--- config.mk ---
export PLATFORM = sky130hd
export DESIGN_NAME = brick_damage
export DESIGN_NICKNAME = d
export VERILOG_FILES = /design/src/rtl/brick_damage_pkg.sv /design/src/rtl/brick_damage_addr_map.sv /design/src/rtl/brick_damage.sv
export SDC_FILE = /design/constraint.sdc
export NUM_CORES = 1
export LEC_CHECK = 0
export ABC_AREA = 1
export CAP_MARGIN = 40
export CORE_MARGIN = 2
export CORE_UTILIZATION = 45
export CTS_BUF_LIST = sky130_fd_sc_hd__clkbuf_8
export DETAILED_ROUTE_END_ITERATION = 16
export PLACE_DENSITY = 0.69
export SETUP_SLACK_MARGIN = 0.1
export SYNTH_ARGS = -nofsm -noshare
export SYNTH_HDL_FRONTEND = slang
export SYNTH_SLANG_ARGS = --single-unit
--- constraint.sdc ---
create_clock -name clk -period 3.5 [get_ports clk]
set_input_delay 0.875 -clock clk [delete_from_list [all_inputs] [get_ports clk]]
set_output_delay 0.875 -clock clk [all_outputs]
set_load 0.005 [all_outputs]
--- src/rtl/brick_damage_pkg.sv ---
// Shared game constants for the brick field.
// Holds brick geometry, grid size, health encoding, the damage FSM state type
// and the pending-hit record used by brick_damage.
package brick_damage_pkg;

  localparam int unsigned BRICKX      = 32;   // brick width in pixels (power of two)
  localparam int unsigned BRICKY      = 16;   // brick height in pixels (power of two)
  localparam int unsigned COLS        = 20;
  localparam int unsigned ROWS        = 8;
  localparam int unsigned BRICK_COUNT = COLS * ROWS;

  localparam logic [1:0] HEALTH_DEAD = 2'd0;
  localparam logic [1:0] HEALTH_FULL = 2'd3;

  typedef enum logic [2:0] {
    ST_IDLE,
    ST_SEL,
    ST_RD,
    ST_RDW,
    ST_WR,
    ST_DRAW
  } state_e;

  // One-entry pending hit per channel: target RAM address and brick origin.
  typedef struct packed {
    logic       valid;
    logic [7:0] addr;
    logic [9:0] bx;
    logic [9:0] by;
  } hit_t;

endpackage

--- src/rtl/brick_damage_addr_map.sv ---
// brick_addr_map: combinational pixel-to-brick mapping for one hit channel.
// Ports:
//   x_i, y_i  - pixel probe point
//   valid_o   - probe lies inside the brick grid
//   addr_o    - row*COLS + col, truncated to 8 bits
//   bx_o,by_o - top-left pixel of the brick containing the probe
module brick_addr_map
  import brick_damage_pkg::*;
#(
  parameter int unsigned BRICKX = brick_damage_pkg::BRICKX,
  parameter int unsigned BRICKY = brick_damage_pkg::BRICKY,
  parameter int unsigned COLS   = brick_damage_pkg::COLS,
  parameter int unsigned ROWS   = brick_damage_pkg::ROWS
) (
  input  logic [9:0] x_i,
  input  logic [9:0] y_i,
  output logic       valid_o,
  output logic [7:0] addr_o,
  output logic [9:0] bx_o,
  output logic [9:0] by_o
);

  localparam int unsigned XSH = $clog2(BRICKX);
  localparam int unsigned YSH = $clog2(BRICKY);

  logic [9:0] col;
  logic [9:0] row;

  always_comb begin
    col     = x_i >> XSH;
    row     = y_i >> YSH;
    valid_o = (32'(col) < COLS) && (32'(row) < ROWS);
    addr_o  = 8'(32'(row) * COLS + 32'(col));
    // Brick sizes are powers of two, so the origin is the probe with low bits cleared.
    bx_o    = x_i & ~10'(BRICKX - 1);
    by_o    = y_i & ~10'(BRICKY - 1);
  end

endmodule

--- src/rtl/brick_damage.sv ---
// brick_damage: applies ball hits to the brick health RAM.
// Each of two hit channels feeds a one-entry pending register; an FSM picks a
// pending hit (channel 1 first), reads the brick health, writes back health-1,
// requests a redraw and tracks the number of live bricks.
// Ports:
//   clk, reset                 - clock, synchronous active-high reset
//   collided_1, col_x1, col_y1 - vertical-hit pulse and probe point
//   collided_2, col_x2, col_y2 - horizontal-hit pulse and probe point
//   mem_addr/mem_rdata/mem_wdata/mem_we - health RAM port (1-cycle read latency)
//   draw_req/draw_ack, draw_x/draw_y/draw_health - redraw handshake
//   score_inc    - pulse when a brick is destroyed
//   bricks_left  - live brick count; level_clear when it reaches 0
//   busy         - FSM not idle
//   drop_err     - sticky: a hit arrived while its channel was still pending
module brick_damage
  import brick_damage_pkg::*;
#(
  parameter int unsigned BRICKX = brick_damage_pkg::BRICKX,
  parameter int unsigned BRICKY = brick_damage_pkg::BRICKY,
  parameter int unsigned COLS   = brick_damage_pkg::COLS,
  parameter int unsigned ROWS   = brick_damage_pkg::ROWS
) (
  input  logic       clk,
  input  logic       reset,
  input  logic       collided_1,
  input  logic [9:0] col_x1,
  input  logic [9:0] col_y1,
  input  logic       collided_2,
  input  logic [9:0] col_x2,
  input  logic [9:0] col_y2,
  output logic [7:0] mem_addr,
  input  logic [1:0] mem_rdata,
  output logic [1:0] mem_wdata,
  output logic       mem_we,
  output logic       draw_req,
  input  logic       draw_ack,
  output logic [9:0] draw_x,
  output logic [9:0] draw_y,
  output logic [1:0] draw_health,
  output logic       score_inc,
  output logic [7:0] bricks_left,
  output logic       level_clear,
  output logic       busy,
  output logic       drop_err
);

  localparam int unsigned LEFT_INIT = COLS * ROWS;

  logic       m1_valid, m2_valid;
  logic [7:0] m1_addr, m2_addr;
  logic [9:0] m1_bx, m1_by, m2_bx, m2_by;

  brick_addr_map #(.BRICKX(BRICKX), .BRICKY(BRICKY), .COLS(COLS), .ROWS(ROWS)) u_map1 (
    .x_i(col_x1), .y_i(col_y1), .valid_o(m1_valid), .addr_o(m1_addr), .bx_o(m1_bx), .by_o(m1_by)
  );

  brick_addr_map #(.BRICKX(BRICKX), .BRICKY(BRICKY), .COLS(COLS), .ROWS(ROWS)) u_map2 (
    .x_i(col_x2), .y_i(col_y2), .valid_o(m2_valid), .addr_o(m2_addr), .bx_o(m2_bx), .by_o(m2_by)
  );

  state_e     state_q, state_d;
  hit_t       p1_q, p1_d, p2_q, p2_d;
  logic       drop_q, drop_d;
  logic [7:0] mem_addr_q, mem_addr_d;
  logic [1:0] mem_wdata_q, mem_wdata_d;
  logic [9:0] cur_x_q, cur_x_d, cur_y_q, cur_y_d;
  logic [9:0] draw_x_q, draw_x_d, draw_y_q, draw_y_d;
  logic [1:0] draw_health_q, draw_health_d;
  logic [7:0] left_q, left_d;

  logic clr1, clr2, cap1, cap2;

  // Pending registers. A register being released by SEL this cycle counts as free.
  always_comb begin
    p1_d   = p1_q;
    p2_d   = p2_q;
    drop_d = drop_q;
    clr1   = (state_q == ST_SEL) && p1_q.valid;
    clr2   = (state_q == ST_SEL) && !p1_q.valid && p2_q.valid;
    cap1   = collided_1 && m1_valid;
    // Same brick hit on both channels in one cycle: channel 1 alone takes it.
    cap2   = collided_2 && m2_valid && !(cap1 && (m1_addr == m2_addr));

    if (clr1) p1_d.valid = 1'b0;
    if (clr2) p2_d.valid = 1'b0;

    if (cap1) begin
      if (p1_q.valid && !clr1) drop_d = 1'b1;
      else                     p1_d   = '{valid: 1'b1, addr: m1_addr, bx: m1_bx, by: m1_by};
    end
    if (cap2) begin
      if (p2_q.valid && !clr2) drop_d = 1'b1;
      else                     p2_d   = '{valid: 1'b1, addr: m2_addr, bx: m2_bx, by: m2_by};
    end
  end

  // Damage FSM next state and datapath.
  always_comb begin
    state_d       = state_q;
    mem_addr_d    = mem_addr_q;
    mem_wdata_d   = mem_wdata_q;
    cur_x_d       = cur_x_q;
    cur_y_d       = cur_y_q;
    draw_x_d      = draw_x_q;
    draw_y_d      = draw_y_q;
    draw_health_d = draw_health_q;
    left_d        = left_q;

    unique case (state_q)
      // Look at the incoming capture too so a hit to an idle FSM reaches WR in 4 cycles.
      ST_IDLE: if (p1_d.valid || p2_d.valid) state_d = ST_SEL;
      ST_SEL: begin
        if (p1_q.valid) begin
          mem_addr_d = p1_q.addr;
          cur_x_d    = p1_q.bx;
          cur_y_d    = p1_q.by;
          state_d    = ST_RD;
        end else if (p2_q.valid) begin
          mem_addr_d = p2_q.addr;
          cur_x_d    = p2_q.bx;
          cur_y_d    = p2_q.by;
          state_d    = ST_RD;
        end else begin
          state_d    = ST_IDLE;
        end
      end
      ST_RD: state_d = ST_RDW;
      ST_RDW: begin
        // Only h-1 is kept; h == 1 is later recognised as a zero write value.
        mem_wdata_d = mem_rdata - 2'd1;
        if (mem_rdata == HEALTH_DEAD) state_d = ST_IDLE;
        else                          state_d = ST_WR;
      end
      ST_WR: begin
        draw_x_d      = cur_x_q;
        draw_y_d      = cur_y_q;
        draw_health_d = mem_wdata_q;
        if ((mem_wdata_q == HEALTH_DEAD) && (left_q != '0)) left_d = left_q - 8'd1;
        state_d       = ST_DRAW;
      end
      ST_DRAW: if (draw_ack) state_d = ST_IDLE;
      default: state_d = ST_IDLE;
    endcase
  end

  always_ff @(posedge clk) begin
    if (reset) begin
      state_q       <= ST_IDLE;
      p1_q          <= '0;
      p2_q          <= '0;
      drop_q        <= 1'b0;
      mem_addr_q    <= '0;
      mem_wdata_q   <= '0;
      cur_x_q       <= '0;
      cur_y_q       <= '0;
      draw_x_q      <= '0;
      draw_y_q      <= '0;
      draw_health_q <= '0;
      left_q        <= 8'(LEFT_INIT);
    end else begin
      state_q       <= state_d;
      p1_q          <= p1_d;
      p2_q          <= p2_d;
      drop_q        <= drop_d;
      mem_addr_q    <= mem_addr_d;
      mem_wdata_q   <= mem_wdata_d;
      cur_x_q       <= cur_x_d;
      cur_y_q       <= cur_y_d;
      draw_x_q      <= draw_x_d;
      draw_y_q      <= draw_y_d;
      draw_health_q <= draw_health_d;
      left_q        <= left_d;
    end
  end

  // Strobes decode the state; reset masks them in the cycle it is asserted.
  always_comb begin
    mem_we      = (state_q == ST_WR) && !reset;
    score_inc   = (state_q == ST_WR) && (mem_wdata_q == HEALTH_DEAD) && !reset;
    draw_req    = (state_q == ST_DRAW) && !reset;
    busy        = (state_q != ST_IDLE);
    mem_addr    = mem_addr_q;
    mem_wdata   = mem_wdata_q;
    draw_x      = draw_x_q;
    draw_y      = draw_y_q;
    draw_health = draw_health_q;
    bricks_left = left_q;
    level_clear = (left_q == '0);
    drop_err    = drop_q;
  end

endmodule

==> reports/qor.json, run 1 <==
{
  "pwr-share-clk_pct": 34.7,
  "core_area_um2": 8810,
  "highest_layer": "met4",
  "clk_pin_slew_worst_paths_ns": 0.08,
  "powerClk_mw": 0.681,
  "finalHoldViolations": 0,
  "timing.slew.headroom_pct": 58.6,
  "r2r_end": "p1_q[22]",
  "final-clk-cell-share_pct": 3.69,
  "ys_top_logic_family": "simple AND/OR/NAND/NOR gates",
  "reg2reg_setup_slack_ns": 1.45,
  "initial_antenna_violation_count": 0,
  "grt_first_pass_wirelength_mm": 16.1,
  "timing_worst_slew_pin_value_ns": 0.620,
  "layer_with_the_highest_usage": "met2",
  "setup_violations": 0,
  "multi_input_comb_area_um2": 2150,
  "detail_route.iter0.violations": 165,
  "total_power_mw": 1.96,
  "grt_max_degree": 36,
  "use_met3_pct": 2.58,
  "placed_area_um2": 4950,
  "seq_power_mw": 0.929,
  "static-leakage-power_nw": 2.31,
  "ys_warn_count": 0,
  "peak_supply_drop_mv": 0.166,
  "cts-htree-levels": 3,
  "worst_setup_path_startpoint": "col_y2[4]",
  "flow.area_growth_from_synthesis_pct": 27.1,
  "met1_length_mm": 4.45,
  "floorplan.die.width_um": 99.8,
  "synth.top_cell.area_share_pct": 38.8,
  "final_layout_top_logic_cells": "nand2_1, dfxtp_1, nor2_1",
  "simple_gate_share_pct": 28.2,
  "vias_per_cell": 4.93,
  "status": "completed",
  "final_util_pct": 59.6,
  "buffers_excl_clock": 93,
  "p_seq_share_pct": 47.3,
  "worst_path_max_delay_cell": "fa_2",
  "setup_crit_end_kind": "flip-flop",
  "first_global_vias": 3618,
  "power.density_cell_area_nw_per_um2": 374,
  "stdcell_count": 780,
  "nNetsFinal": 737,
  "remaining_drc_errors": 0,
  "critPathMostFrequentCell": "nand2_1",
  "series_of_cell_instances_along_the_critical_path": "clkdlybuf4s50_1 -> ha_2 -> ha_1 -> inv_1 -> fa_2 -> nor2_4 -> nand3_2 -> nand2_2 -> inv_2 -> nand2_1 -> nand2_1 -> nand2_1 -> nand2_1 -> nand2_2 -> nand3_4 -> clkbuf_16 -> nand2_1 -> a21oi_2",
  "synth-async-reset-ratio_pct": 0,
  "worst_hold_slack_ns": 0.442,
  "reg2regPathDepth": 8,
  "synthesized_area_um2": 4130,
  "cap_viol_max_count": 0,
  "critPathKind": "in2reg",
  "comb_area_share_pct": 40.9,
  "num_antenna_cells": 0,
  "p_switching_mw": 0.527,
  "family_with_the_most_delay_on_the_worst_path": "simple AND/OR/NAND/NOR gates",
  "grt.met1_usage_pct": 24.9,
  "max-clock-path-buffers": 2,
  "synth_stat.cells": 589,
  "setup.worst_path.end": "p2_q[4]",
  "warning_count": 45,
  "yosys.area_share.xor_xnor_pct": 0.424,
  "post_synth_most_frequent_cells": "nand2_1, dfxtp_1, nor2_1",
  "timing.critical_path.depth": 18,
  "p_comb_share_pct": 18.0,
  "postSynthRegisterBits": 80,
  "die_area_um2": 9960,
  "postLayoutSetupSlackWorst_ns": 0.273,
  "min_to": "p2_q[7]"
}
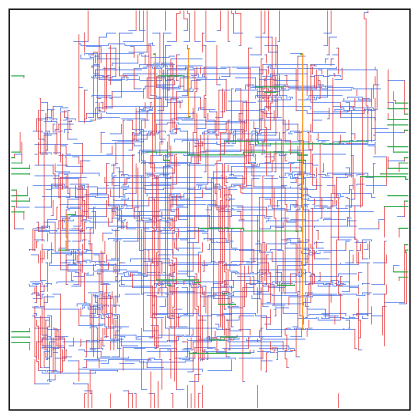
Run 1: signal wires by layer
(4 px per µm)
Key: red = met2 [wire length 4880 µm]; orange = met4 [wire length 119 µm]; blue = met1 [wire length 4450 µm]; green = met3 [wire length 294 µm]

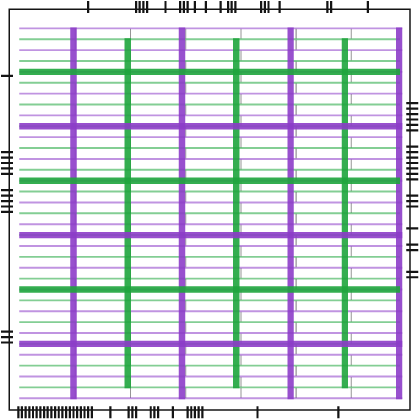
Run 1: supply network
(4 px per µm) Pins as bars on the die edge. Tap cells in gray.
Key: purple = VSS; green = VDD
93 signal pins sit on the boundary. 6 straps on met5. 7 straps on met4.

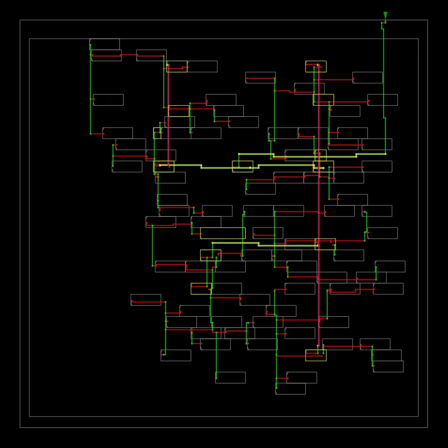
Run 1: the clock network
Num CTS Buffers: 9
clock buf count: 11
TritonCTS sink count: 80
Setup Skew: 0.00933 ns
latest clock arrival within the worst-skew pair: 0.36 ns

==> run 2: changes to the inputs <==
Settings changed: CORE_UTILIZATION 45 to 35, PLACE_DENSITY 0.69 to 0.55.
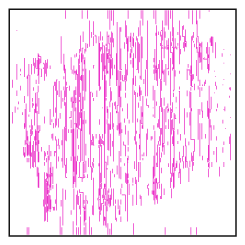
Run 2: metal 2
(2 px per µm)
The wires run mostly vertical. The layer holds 49% of the routed length. 556 nets have wire on it. The longest straight run is 66.0 µm. The layer carries 4970 µm of wire.

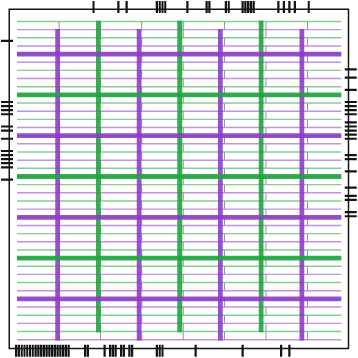
Run 2: supply network
(3 px per µm) Pins as bars on the die edge. Tap cells in gray.
Key: green = VDD; purple = VSS
93 signal pins sit on the boundary. 7 straps on met4. 143 tap cells. 40 met1 rails follow the rows. The core has 39 rows.

==> reports/qor.json, run 2 <==
{
  "fp-row-count": {"value": 39, "change": "was 34"},
  "reg2reg_setup_slack": {"value": 1.60, "unit": "ns", "change": "was 1.45 ns"},
  "wl": {"value": 10.2, "unit": "mm", "change": "was 9.74 mm"},
  "critical_path.max_fanout": {"value": 8, "change": "was 6"},
  "first_drt_pass_iteration_count": {"value": 4, "change": "unchanged"},
  "post-route-cell-area": {"value": 5330, "unit": "µm²", "change": "was 5250 µm²"},
  "initial_antenna_violation_count": {"value": 0, "change": "unchanged"},
  "hold_path_startpoint": {"value": "p1_q[7]", "change": "was p2_q[7]"},
  "place.detailed.hpwl": {"value": 7.59, "unit": "mm", "change": "was 7.16 mm"},
  "enable_flop_cells": {"value": 0, "change": "unchanged"},
  "core_area": {"value": 11500, "unit": "µm²", "change": "was 8810 µm²"},
  "comb-power": {"value": 0.358, "unit": "mW", "change": "was 0.353 mW"},
  "n_fill_cell": {"value": 1179, "change": "was 822"},
  "final-clk-cell-share": {"value": 3.99, "unit": "%", "change": "was 3.69%"},
  "worst_setup_path_startpoint": {"value": "col_y1[5]", "change": "was col_y2[4]"},
  "flow.area_growth_from_synthesis": {"value": 29.1, "unit": "%", "change": "was 27.1%"},
  "pwr-share-clk": {"value": 36.2, "unit": "%", "change": "was 34.7%"},
  "placed_area": {"value": 5040, "unit": "µm²", "change": "was 4950 µm²"},
  "grt_max_degree": {"value": 53, "change": "was 36"},
  "post_route_cells_drive_above_1_share": {"value": 13.7, "unit": "%", "change": "was 13.2%"},
  "worstPathRequired": {"value": 3.73, "unit": "ns", "change": "was 3.74 ns"},
  "ys_top_logic_family": {"value": "simple AND/OR/NAND/NOR gates", "change": "unchanged"},
  "highest_layer": {"value": "met4", "change": "unchanged"},
  "yosys.area.top_type": {"value": "dfxtp_1", "change": "unchanged"},
  "area_dominant_class": {"value": "combinational gates", "change": "unchanged"},
  "timing.critical_path.depth": {"value": 18, "change": "unchanged"},
  "yosysUniqueCellTypes": {"value": 34, "change": "unchanged"},
  "tns": {"value": 0, "unit": "ns", "change": "unchanged"},
  "postSynthRegisterBits": {"value": 80, "change": "unchanged"},
  "track_usage": {"value": 16.2, "unit": "%", "change": "was 20.0%"},
  "critPathKind": {"value": "in2reg", "change": "unchanged"},
  "setup.worst_path.end": {"value": "p2_q[27]", "change": "was p2_q[4]"},
  "synth_stat.cells": {"value": 589, "change": "unchanged"},
  "p_comb_share": {"value": 17.7, "unit": "%", "change": "was 18.0%"},
  "postLayoutSetupSlackWorst": {"value": 0.221, "unit": "ns", "change": "was 0.273 ns"},
  "die_area": {"value": 12700, "unit": "µm²", "change": "was 9960 µm²"},
  "cp.arrival": {"value": 3.51, "unit": "ns", "change": "was 3.47 ns"},
  "cts-htree-levels": {"value": 3, "change": "unchanged"},
  "simple_gate_share": {"value": 28.2, "unit": "%", "change": "unchanged"},
  "setup_crit_end_kind": {"value": "flip-flop", "change": "unchanged"},
  "cell_internal_pwr": {"value": 1.47, "unit": "mW", "change": "was 1.44 mW"},
  "total_power": {"value": 2.02, "unit": "mW", "change": "was 1.96 mW"},
  "peak_supply_drop": {"value": 0.275, "unit": "mV", "change": "was 0.166 mV"},
  "timing.slew.headroom": {"value": 61.6, "unit": "%", "change": "was 58.6%"},
  "tap_cells": {"value": 143, "change": "was 108"},
  "buffers_excl_clock": {"value": 97, "change": "was 93"},
  "seq_power": {"value": 0.929, "unit": "mW", "change": "about the same"},
  "reg2regPathDepth": {"value": 7, "change": "was 8"},
  "p_switching": {"value": 0.542, "unit": "mW", "change": "was 0.527 mW"},
  "setup_violations": {"value": 0, "change": "unchanged"},
  "synth-async-reset-ratio": {"value": 0, "unit": "%", "change": "unchanged"},
  "placed_cells": {"value": 803, "change": "was 763"},
  "detail_route.iter0.violations": {"value": 242, "change": "was 165"},
  "grt_first_pass_wirelength": {"value": 16.7, "unit": "mm", "change": "was 16.1 mm"},
  "finalWorstPathRequiredPeriod": {"value": 3.28, "unit": "ns", "change": "was 3.23 ns"},
  "p_seq_share": {"value": 46.0, "unit": "%", "change": "was 47.3%"},
  "floorplan.die.width": {"value": 113, "unit": "µm", "change": "was 99.8 µm"},
  "holdBufCountCts": {"value": 0, "change": "unchanged"},
  "routedWlPerCell": {"value": 12.4, "unit": "µm", "change": "was 12.5 µm"},
  "yosys-mux-area-fraction": {"value": 0, "unit": "%", "change": "unchanged"},
  "r2r_end": {"value": "cur_y_q[8]", "change": "was p1_q[22]"},
  "ys_warn_count": {"value": 0, "change": "unchanged"},
  "final_util": {"value": 46.5, "unit": "%", "change": "was 59.6%"},
  "maxClockFrequency": {"value": 0.305, "unit": "GHz", "change": "was 0.310 GHz"},
  "non_clock_inverter_count": {"value": 65, "change": "was 66"},
  "num_io_pins": {"value": 93, "change": "unchanged"},
  "grtUsageMet2": {"value": 28.1, "unit": "%", "change": "was 35.2%"},
  "final_layout_top_logic_cells": {"value": "nand2_1, dfxtp_1, nor2_1", "change": "unchanged"},
  "first_global_vias": {"value": 3559, "change": "was 3618"},
  "cts_tree": {"value": "built", "change": "unchanged"},
  "powerClk": {"value": 0.731, "unit": "mW", "change": "was 0.681 mW"},
  "yosys.area_share.adder": {"value": 7.09, "unit": "%", "change": "unchanged"},
  "grt.overflow.total": {"value": 0, "change": "unchanged"},
  "area.share.sequential": {"value": 30.1, "unit": "%", "change": "was 30.5%"},
  "static-leakage-power": {"value": 2.31, "unit": "nW", "change": "about the same"},
  "timing_worst_slew_pin_value": {"value": 0.577, "unit": "ns", "change": "was 0.620 ns"},
  "worst_hold_slack": {"value": 0.438, "unit": "ns", "change": "was 0.442 ns"},
  "multi_input_comb_area": {"value": 2150, "unit": "µm²", "change": "about the same"},
  "worstSkewPairLatency": {"value": 0.34, "unit": "ns", "change": "was 0.36 ns"},
  "post_synth_most_frequent_cells": {"value": "nand2_1, dfxtp_1, nor2_1", "change": "unchanged"},
  "ys_chip_area": {"value": 4130, "unit": "µm²", "change": "unchanged"},
  "initial_utilization": {"value": 36.0, "unit": "%", "change": "was 46.9%"},
  "series_of_cell_instances_along_the_critical_path": {"value": "clkdlybuf4s50_1 -> ha_1 -> ha_1 -> inv_2 -> fa_2 -> nor2_4 -> nand3_2 -> nand2_2 -> inv_2 -> nand2_1 -> nand2_1 -> nand2_1 -> nand2_1 -> nand2_2 -> nand3_4 -> clkbuf_16 -> nand2_1 -> a21oi_2", "change": "was clkdlybuf4s50_1 -> ha_2 -> ha_1 -> inv_1 -> fa_2 -> nor2_4 -> nand3_2 -> nand2_2 -> inv_2 -> nand2_1 -> nand2_1 -> nand2_1 -> nand2_1 -> nand2_2 -> nand3_4 -> clkbuf_16 -> nand2_1 -> a21oi_2"},
  "remaining_drc_errors": {"value": 0, "change": "unchanged"},
  "family_with_the_most_delay_on_the_worst_path": {"value": "adder cells", "change": "was simple AND/OR/NAND/NOR gates"},
  "vias": {"value": 3801, "change": "was 3847"},
  "synth.top_cell.area_share": {"value": 38.8, "unit": "%", "change": "unchanged"},
  "finalHoldViolations": {"value": 0, "change": "unchanged"},
  "synth.most_common_cell": {"value": "nand2_1", "change": "unchanged"},
  "report.final.slew_viol_count": {"value": 0, "change": "unchanged"},
  "worst_path_max_delay_cell": {"value": "fa_2", "change": "unchanged"},
  "layer_with_the_highest_usage": {"value": "met2", "change": "unchanged"},
  "cts-buffers-inserted": {"value": 9, "change": "unchanged"},
  "min_to": {"value": "p1_q[7]", "change": "was p2_q[7]"},
  "place.gp.congestion": {"value": 0.753, "change": "was 0.865"},
  "synthesized_area": {"value": 4130, "unit": "µm²", "change": "unchanged"},
  "yosys.area_share.xor_xnor": {"value": 0.424, "unit": "%", "change": "unchanged"},
  "cts-resized-gates": {"value": 0, "change": "was 1"},
  "status": {"value": "completed", "change": "unchanged"},
  "warning_count": {"value": 46, "change": "was 45"},
  "power.density_cell_area": {"value": 379, "unit": "nW/µm²", "change": "was 374 nW/µm²"},
  "critPathMostFrequentCell": {"value": "nand2_1", "change": "unchanged"},
  "whs_path_depth": {"value": 2, "change": "unchanged"},
  "grt.met1_usage": {"value": 21.0, "unit": "%", "change": "was 24.9%"},
  "num_antenna_cells": {"value": 0, "change": "unchanged"},
  "syn-instance-count": {"value": 589, "change": "unchanged"},
  "num-clock-buffers": {"value": 9, "change": "was 11"},
  "vias_per_cell": {"value": 4.64, "change": "was 4.93"},
  "layout_top_registers": {"value": "p1_q (18), p2_q (18)", "change": "unchanged"},
  "comb_area_share": {"value": 40.4, "unit": "%", "change": "was 40.9%"},
  "met1_length": {"value": 4.78, "unit": "mm", "change": "was 4.45 mm"},
  "max-clock-path-buffers": {"value": 2, "change": "unchanged"},
  "clkSinkCount": {"value": 80, "change": "unchanged"},
  "timing.clock.skew": {"value": 0.00644, "unit": "ns", "change": "was 0.00933 ns"},
  "nNetsFinal": {"value": 740, "change": "was 737"},
  "clk_pin_slew_worst_paths": {"value": 0.08, "unit": "ns", "change": "about the same"},
  "post_cts_buffers": {"value": 0, "change": "unchanged"},
  "type_of_the_worst_min_delay_path": {"value": "reg2reg", "change": "unchanged"},
  "stdcell_count": {"value": 820, "change": "was 780"},
  "cap_viol_max_count": {"value": 0, "change": "unchanged"},
  "use_met3": {"value": 2.70, "unit": "%", "change": "was 2.58%"}
}
Power figures rest on the tool's default switching activity, not on a simulated workload.
